$ cat src/rtl/nanov_spi_ram_responder_if.sv
// SPI pin bundle between the nanoV SPI initiator and the RAM responder.
// The initiator drives SCK, CS and MOSI. The responder drives MISO.
interface nanov_spi_ram_responder_if;
  logic spi_sck;
  logic spi_cs_n;
  logic spi_mosi;
  logic spi_miso;

  modport master (
    output spi_sck,
    output spi_cs_n,
    output spi_mosi,
    input  spi_miso
  );

  modport slave (
    input  spi_sck,
    input  spi_cs_n,
    input  spi_mosi,
    output spi_miso
  );
endinterface

$ cat src/rtl/nanov_spi_ram_responder.sv
// SPI RAM target for the nanoV core. It decodes READ (0x03) and WRITE (0x02) commands
// against an internal byte array. SCK is oversampled in the clk domain.
//
// state        | meaning
// S_IDLE       | CS inactive, MISO held low
// S_CMD        | shifting in the 8-bit command byte
// S_ADDR       | shifting in the 24-bit address, only the low ADDR_BITS are kept
// S_DATA_READ  | presenting mem bytes on MISO, auto-incrementing
// S_DATA_WRITE | collecting MOSI bytes and committing them, auto-incrementing
// S_IGNORE     | unsupported command, wait for CS to rise
module nanov_spi_ram_responder #(
  parameter int ADDR_BITS = 8
) (
  input  logic                 clk,
  input  logic                 rst,
  nanov_spi_ram_responder_if.slave spi,
  input  logic                 load_en,
  input  logic [ADDR_BITS-1:0] load_addr,
  input  logic [7:0]           load_data,
  output logic                 busy,
  output logic                 cmd_err
);

  typedef enum logic [2:0] {
    S_IDLE,
    S_CMD,
    S_ADDR,
    S_DATA_READ,
    S_DATA_WRITE,
    S_IGNORE
  } state_t;

  localparam int         MEM_DEPTH = 1 << ADDR_BITS;
  localparam logic [7:0] CMD_READ  = 8'h03;
  localparam logic [7:0] CMD_WRITE = 8'h02;

  // Bit 0 is the metastability stage and bit 1 the synchronized value.
  // For SCK, bit 2 holds the previous synchronized value, used for edge detection.
  logic [2:0] sck_pipe_q, sck_pipe_d;
  logic [1:0] cs_pipe_q, cs_pipe_d;
  logic [1:0] mosi_pipe_q, mosi_pipe_d;

  state_t               state_q, state_d;
  logic [4:0]           bit_cnt_q, bit_cnt_d;
  logic [6:0]           shift_q, shift_d;
  logic [ADDR_BITS-1:0] addr_q, addr_d;
  logic                 op_read_q, op_read_d;
  logic                 miso_q, miso_d;
  logic                 cmd_err_q, cmd_err_d;

  logic [7:0] mem_q [MEM_DEPTH];

  logic                 sck_rise, sck_fall, cs_sync, mosi_sync;
  logic [7:0]           shift_in;
  logic [ADDR_BITS-1:0] addr_shift, addr_inc;
  logic [7:0]           rd_byte, next_byte;
  logic [2:0]           rd_bit_idx;
  logic                 spi_we;

  always_comb begin
    sck_pipe_d  = {sck_pipe_q[1:0], spi.spi_sck};
    cs_pipe_d   = {cs_pipe_q[0], spi.spi_cs_n};
    mosi_pipe_d = {mosi_pipe_q[0], spi.spi_mosi};
  end

  assign sck_rise  = sck_pipe_q[1] & ~sck_pipe_q[2];
  assign sck_fall  = ~sck_pipe_q[1] & sck_pipe_q[2];
  assign cs_sync   = cs_pipe_q[1];
  assign mosi_sync = mosi_pipe_q[1];

  always_comb begin
    state_d    = state_q;
    bit_cnt_d  = bit_cnt_q;
    shift_d    = shift_q;
    addr_d     = addr_q;
    op_read_d  = op_read_q;
    miso_d     = miso_q;
    cmd_err_d  = 1'b0;
    spi_we     = 1'b0;
    shift_in   = {shift_q, mosi_sync};
    addr_shift = {addr_q[ADDR_BITS-2:0], mosi_sync};
    addr_inc   = addr_q + ADDR_BITS'(1);
    rd_byte    = mem_q[addr_q];
    next_byte  = mem_q[addr_inc];
    // For a bit count k of 1 to 7, the bit to present next is 7-k, which equals ~k in 3 bits.
    rd_bit_idx = ~bit_cnt_q[2:0];

    case (state_q)
      S_IDLE: begin
        miso_d = 1'b0;
        if (!cs_sync) begin
          state_d   = S_CMD;
          bit_cnt_d = 5'd0;
          shift_d   = 7'd0;
        end
      end

      S_CMD: begin
        if (sck_rise) begin
          shift_d = shift_in[6:0];
          if (bit_cnt_q == 5'd7) begin
            bit_cnt_d = 5'd0;
            if (shift_in == CMD_READ) begin
              state_d   = S_ADDR;
              op_read_d = 1'b1;
            end else if (shift_in == CMD_WRITE) begin
              state_d   = S_ADDR;
              op_read_d = 1'b0;
            end else begin
              state_d   = S_IGNORE;
              cmd_err_d = 1'b1;
            end
          end else begin
            bit_cnt_d = bit_cnt_q + 5'd1;
          end
        end
      end

      S_ADDR: begin
        if (sck_rise) begin
          addr_d = addr_shift;
          if (bit_cnt_q == 5'd23) begin
            bit_cnt_d = 5'd0;
            if (op_read_q) begin
              state_d = S_DATA_READ;
              miso_d  = mem_q[addr_shift][7];
            end else begin
              state_d = S_DATA_WRITE;
            end
          end else begin
            bit_cnt_d = bit_cnt_q + 5'd1;
          end
        end
      end

      S_DATA_READ: begin
        // Count 0 means the first bit is already on MISO and no rise has happened yet.
        // Count 8 means the byte is done and the next fall moves to the next address.
        if (sck_rise && bit_cnt_q != 5'd8) begin
          bit_cnt_d = bit_cnt_q + 5'd1;
        end else if (sck_fall) begin
          if (bit_cnt_q == 5'd8) begin
            addr_d    = addr_inc;
            bit_cnt_d = 5'd0;
            miso_d    = next_byte[7];
          end else if (bit_cnt_q != 5'd0) begin
            miso_d = rd_byte[rd_bit_idx];
          end
        end
      end

      S_DATA_WRITE: begin
        if (sck_rise) begin
          shift_d = shift_in[6:0];
          if (bit_cnt_q == 5'd7) begin
            spi_we    = 1'b1;
            addr_d    = addr_inc;
            bit_cnt_d = 5'd0;
          end else begin
            bit_cnt_d = bit_cnt_q + 5'd1;
          end
        end
      end

      S_IGNORE: begin
        miso_d = 1'b0;
      end

      default: begin
        state_d = S_IDLE;
        miso_d  = 1'b0;
      end
    endcase

    // CS deassertion aborts whatever is in flight and discards any partial byte.
    if (state_q != S_IDLE && cs_sync) begin
      state_d   = S_IDLE;
      miso_d    = 1'b0;
      bit_cnt_d = 5'd0;
      shift_d   = 7'd0;
    end
  end

  always_ff @(posedge clk) begin
    if (rst) begin
      sck_pipe_q  <= 3'b000;
      cs_pipe_q   <= 2'b11;
      mosi_pipe_q <= 2'b00;
      state_q     <= S_IDLE;
      bit_cnt_q   <= 5'd0;
      shift_q     <= 7'd0;
      addr_q      <= '0;
      op_read_q   <= 1'b0;
      miso_q      <= 1'b0;
      cmd_err_q   <= 1'b0;
    end else begin
      sck_pipe_q  <= sck_pipe_d;
      cs_pipe_q   <= cs_pipe_d;
      mosi_pipe_q <= mosi_pipe_d;
      state_q     <= state_d;
      bit_cnt_q   <= bit_cnt_d;
      shift_q     <= shift_d;
      addr_q      <= addr_d;
      op_read_q   <= op_read_d;
      miso_q      <= miso_d;
      cmd_err_q   <= cmd_err_d;
    end
  end

  // The SPI write port comes second, so it takes priority when both ports hit the same address.
  always_ff @(posedge clk) begin
    if (load_en) begin
      mem_q[load_addr] <= load_data;
    end
    if (spi_we) begin
      mem_q[addr_q] <= shift_in;
    end
  end

  assign spi.spi_miso = miso_q;
  assign busy         = (state_q != S_IDLE);
  assign cmd_err      = cmd_err_q;

endmodule

$ cat src/flat_wrapper.sv
// flat-port wrapper written by rule: the top's interface ports become plain ports
module nanov_spi_ram_responder_flat 
#(
  parameter int ADDR_BITS = 8
)
  (clk, rst, load_en, load_addr, load_data, busy, cmd_err, spi_spi_sck, spi_spi_cs_n, spi_spi_mosi, spi_spi_miso);
  nanov_spi_ram_responder_if spi_i ();
  input  logic clk;
  input  logic rst;
  input  logic load_en;
  input  logic [ADDR_BITS-1:0] load_addr;
  input  logic [7:0] load_data;
  output logic busy;
  output logic cmd_err;
  input wire logic [$bits(spi_i.spi_sck)-1:0] spi_spi_sck;
  input wire logic [$bits(spi_i.spi_cs_n)-1:0] spi_spi_cs_n;
  input wire logic [$bits(spi_i.spi_mosi)-1:0] spi_spi_mosi;
  output wire logic [$bits(spi_i.spi_miso)-1:0] spi_spi_miso;
  assign spi_i.spi_sck = spi_spi_sck;
  assign spi_i.spi_cs_n = spi_spi_cs_n;
  assign spi_i.spi_mosi = spi_spi_mosi;
  assign spi_spi_miso = spi_i.spi_miso;
  nanov_spi_ram_responder #(.ADDR_BITS(ADDR_BITS)) u_core (.clk(clk), .rst(rst), .spi(spi_i), .load_en(load_en), .load_addr(load_addr), .load_data(load_data), .busy(busy), .cmd_err(cmd_err));
endmodule
$ cat config.mk
export PLATFORM = sky130hd
export DESIGN_NAME = nanov_spi_ram_responder_flat
export DESIGN_NICKNAME = d
export VERILOG_FILES = /design/src/rtl/nanov_spi_ram_responder_if.sv /design/src/rtl/nanov_spi_ram_responder.sv /design/src/flat_wrapper.sv
export SDC_FILE = /design/constraint.sdc
export NUM_CORES = 2
export LEC_CHECK = 0
export CORE_UTILIZATION = 35
export CTS_CLUSTER_SIZE = 25
export DETAILED_ROUTE_END_ITERATION = 10
export DONT_BUFFER_PORTS = 1
export HOLD_SLACK_MARGIN = 0.06
export PLACE_DENSITY = 0.48
export SLEW_MARGIN = 10
export SYNTH_ARGS = -nofsm -noshare
export SYNTH_HDL_FRONTEND = slang
export SYNTH_SLANG_ARGS = --single-unit
$ cat constraint.sdc
create_clock -name clk -period 4.2 [get_ports clk]
set_input_delay 0.63 -clock clk [delete_from_list [all_inputs] [get_ports clk]]
set_output_delay 0.63 -clock clk [all_outputs]
set_load 0.01 [all_outputs]
==> run notes <==
This memo summarizes the results of the implementation run.

Synthesis
Yosys stat counts between 7000 and 8000 cells in the synthesized netlist. The most used flip-flop cell is sky130_fd_sc_hd__edfxtp_1. By count the netlist is led by sky130_fd_sc_hd__edfxtp_1 (2048), sky130_fd_sc_hd__mux2_2 (1801), sky130_fd_sc_hd__nand2_1 (648). The average cell area after synthesis is roughly 15 µm². Per the post-synthesis report, the number of cells in the design is approximately 7600.

The biggest area contributor in the post-synthesis netlist is sky130_fd_sc_hd__edfxtp_1. The number of distinct library cell variants in the gate-level netlist after synthesis is 72. After synthesis, the cell types taking the most area are sky130_fd_sc_hd__edfxtp_1 (55%), sky130_fd_sc_hd__mux2_2 (18%), sky130_fd_sc_hd__mux4_2 (12%). Synthesis produced a netlist with a net count of between 7000 and 8000. The largest non-sequential cell family by area is multiplexers. Counting flops with a built-in enable in the synthesized netlist gives 2048.

The area fraction in xor and xnor cells is 0.0700%. Yosys reported that registers with async set or reset make up 0%. The synthesized netlist devotes less than 1% of its cell area to adder and majority cells. The post-synthesis cell type with the largest instance count is sky130_fd_sc_hd__edfxtp_1. Per the synthesis report, the simple-gate share of the synthesized area is 4.49%. The compound-cell area share of the yosys netlist is roughly 4.8%.

Run status
The run finished, with violations left. The final reports fail on hold timing, capacitance limit, slew limit.

Final layout
The most common library cell in the layout ignoring fill and taps is sky130_fd_sc_hd__edfxtp_1. The post-route standard cell area excluding fillers is ~0.13 mm². The final core utilization is approximately two fifths.

The area of the multi-input gates is roughly 0.047 mm². The count of clock buffers in the final design is around 300. The multi-input gate share of the layout cell area is approximately 36%.

Across the whole layout, storage elements account for around 0.062 mm². The fraction of cell area in sequential cells is reported as a little under half. The fraction of area in clock buffers and inverters is under 10%. Leaving out the clock tree, the finished layout contains a buffer count of 971. In the final layout, the registers with the most flip-flops are u_core.mem_q (2048), u_core.addr_q (8), u_core.shift_q (7). The number of multi-input logic gates is about 4700. The register containing the most flip-flops in the final layout is u_core.mem_q.

The net total in the final layout is roughly 8100. The repair_antennas step left the layout with diodes totalling 28. Fill cells in the final layout number 29400.

Non-clock inverters in the final layout number 16. The register with the most flip-flops in the layout has ~2000 of them. The top cell types in the final layout, fill and taps aside, are sky130_fd_sc_hd__edfxtp_1 (2048), sky130_fd_sc_hd__mux2_2 (1801), sky130_fd_sc_hd__buf_4 (869).

Floorplan
The die is 569 µm wide. The area of the chip is 0.324 mm². For this configuration, the core starts out at a cell density of about a third. The tap cell instance count is 4284. The top-level port count is 25.

The number of placement rows is 207. The total area inside the core boundary comes to 0.319 mm².

Final timing
In the final timing run, aggregate negative setup slack is 0 ns. The shortest clock period the worst path allows after layout is roughly 4.1 ns. The final hold violation count is 1. Setup violations remaining at the end of the flow were counted as 0. The highest clock rate is about 0.24 GHz. Clock skew on the completed layout was measured at ~0.08 ns.

Pins over their slew limit in the final report were tallied at 12. The smallest hold slack is -0.00709 ns.

Placement
After detailed placement, the total cell area comes to about 0.12 mm². For this run the detailed placement stage logged an HPWL of ~320 mm. The last weighted congestion value of the routability-driven placer is about 1.0.

Critical path
The number of logic stages on the critical path including buffering is 11. The most frequent cell on the critical path is sky130_fd_sc_hd__buf_12. Setup slack on the worst reg-to-reg path comes out at around 0.068 ns. The signal on the critical path passes through buf_12, buf_12, buf_12, mux4_2, mux4_2, nor4b_1, nor3_1, buf_4, nand4_1, nand4_1, a41o_1.

For the worst reg-to-reg path, the endpoint reported by OpenROAD is u_core.spi.spi_miso. The slowest library cell on the worst path is sky130_fd_sc_hd__dfxtp_4. The timing endpoint of the critical path is u_core.spi.spi_miso. The critical path startpoint category is a flop. Grouping stages by cell kind, the critical path spends the most delay in multiplexers. The logic depth of the worst register-to-register path is 11. The number of buffers and inverters on the critical path is 4. The path type of the worst setup path is flop to flop. The endpoint kind of the worst setup timing path is a flop.

Routing
The detailed-routed wire length on met2 is 218 mm. Per the post-route antenna check, the number of violating nets is 0. In the detailed route, the total length drawn on met3 is about 58 mm. The DRC violation count after routing is 0. The final routed wire length divided by cell count is 40.5 µm.

The violation tally from detailed-route iteration zero is between 10000 and 15000. The via density per instance is 6.25.

Global routing
On met1, the global router reports a usage of roughly two fifths. The global routing met2 resource utilization is 44.7%. The met3 track demand over resource is slightly below 9%.

The via count of the first global-routing pass is roughly 75000.

Min path
The hold path depth is 1. The classification of the worst-slack hold path is input pin to flop. The launch point of the worst min-delay path is recorded as load_data[1].

Clock network
The number of buffers inserted by post-CTS setup repair is 2. TritonCTS built the clock tree. Buffers inserted to repair hold after CTS numbered 32. In the CTS report, the clock slew at the register clock pins of the worst setup and hold paths is listed as 0.07 ns.

The level count of the clock H-tree is 4. Per the CTS log, the root buffer master is sky130_fd_sc_hd__clkbuf_16.

Flow run
The tool flagged a number of max-cap violations equal to 1. The tool warning count is ~110.

Power and ir drop
The part of the power in combinational logic is roughly 3.9%. The power of the clock network is roughly 21000 µW. In this run, power in combinational logic comes to approximately 1800 µW. In this run switching power makes up around 22% of total power. The reported net switching power is 10300 µW.

The maximum VDD drop is 351 µV. The dominant power group in this design is registers.
Fig. 1: M1 wires
The bar under the picture is 200 µm long. Supply wires on this layer in gray.
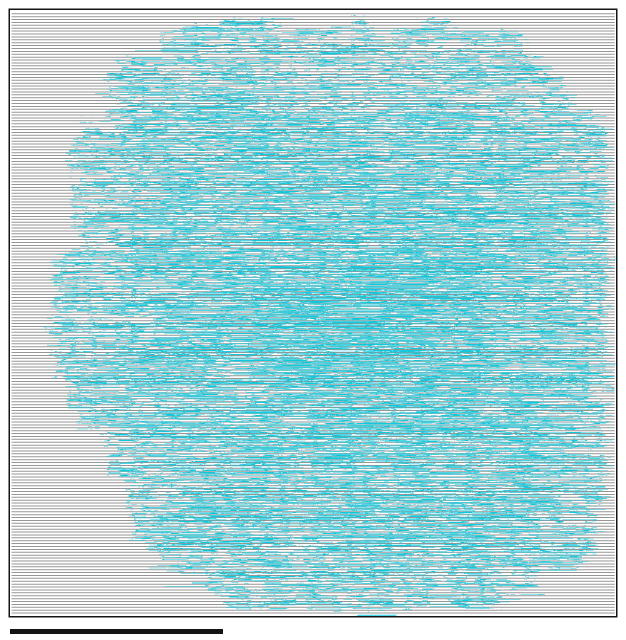
The layer carries 204 mm of wire. The layer holds 40% of the routed length.

Fig. 2: signal wires on met2
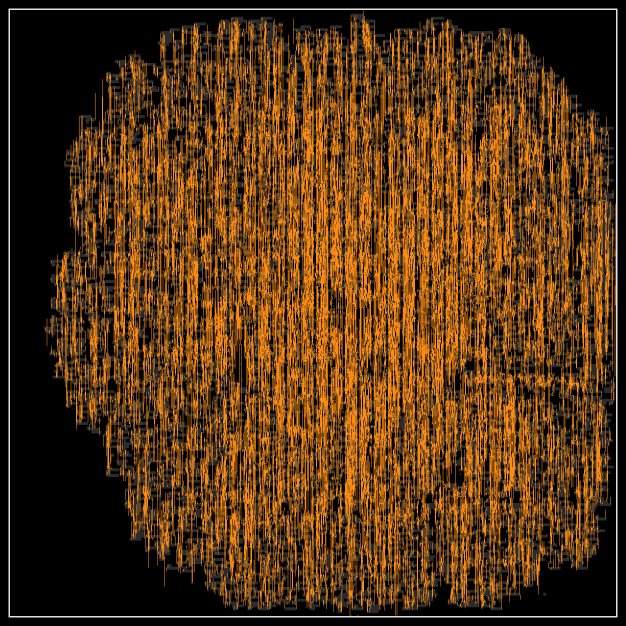
The layer carries 218 mm of wire. The longest straight run is 165 µm. The wires run mostly vertical.

Fig. 3: metal 3
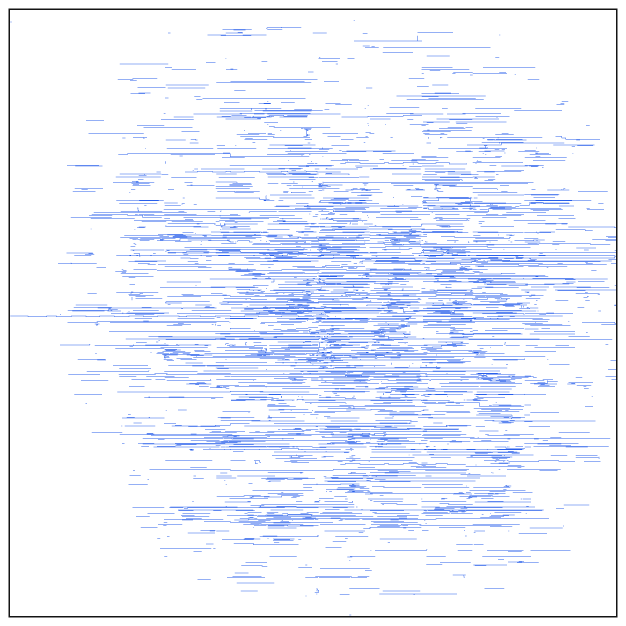
The layer carries 57.8 mm of wire. 1173 nets have wire on it.

No activity file was given, so power comes from the tool's default toggle rates.
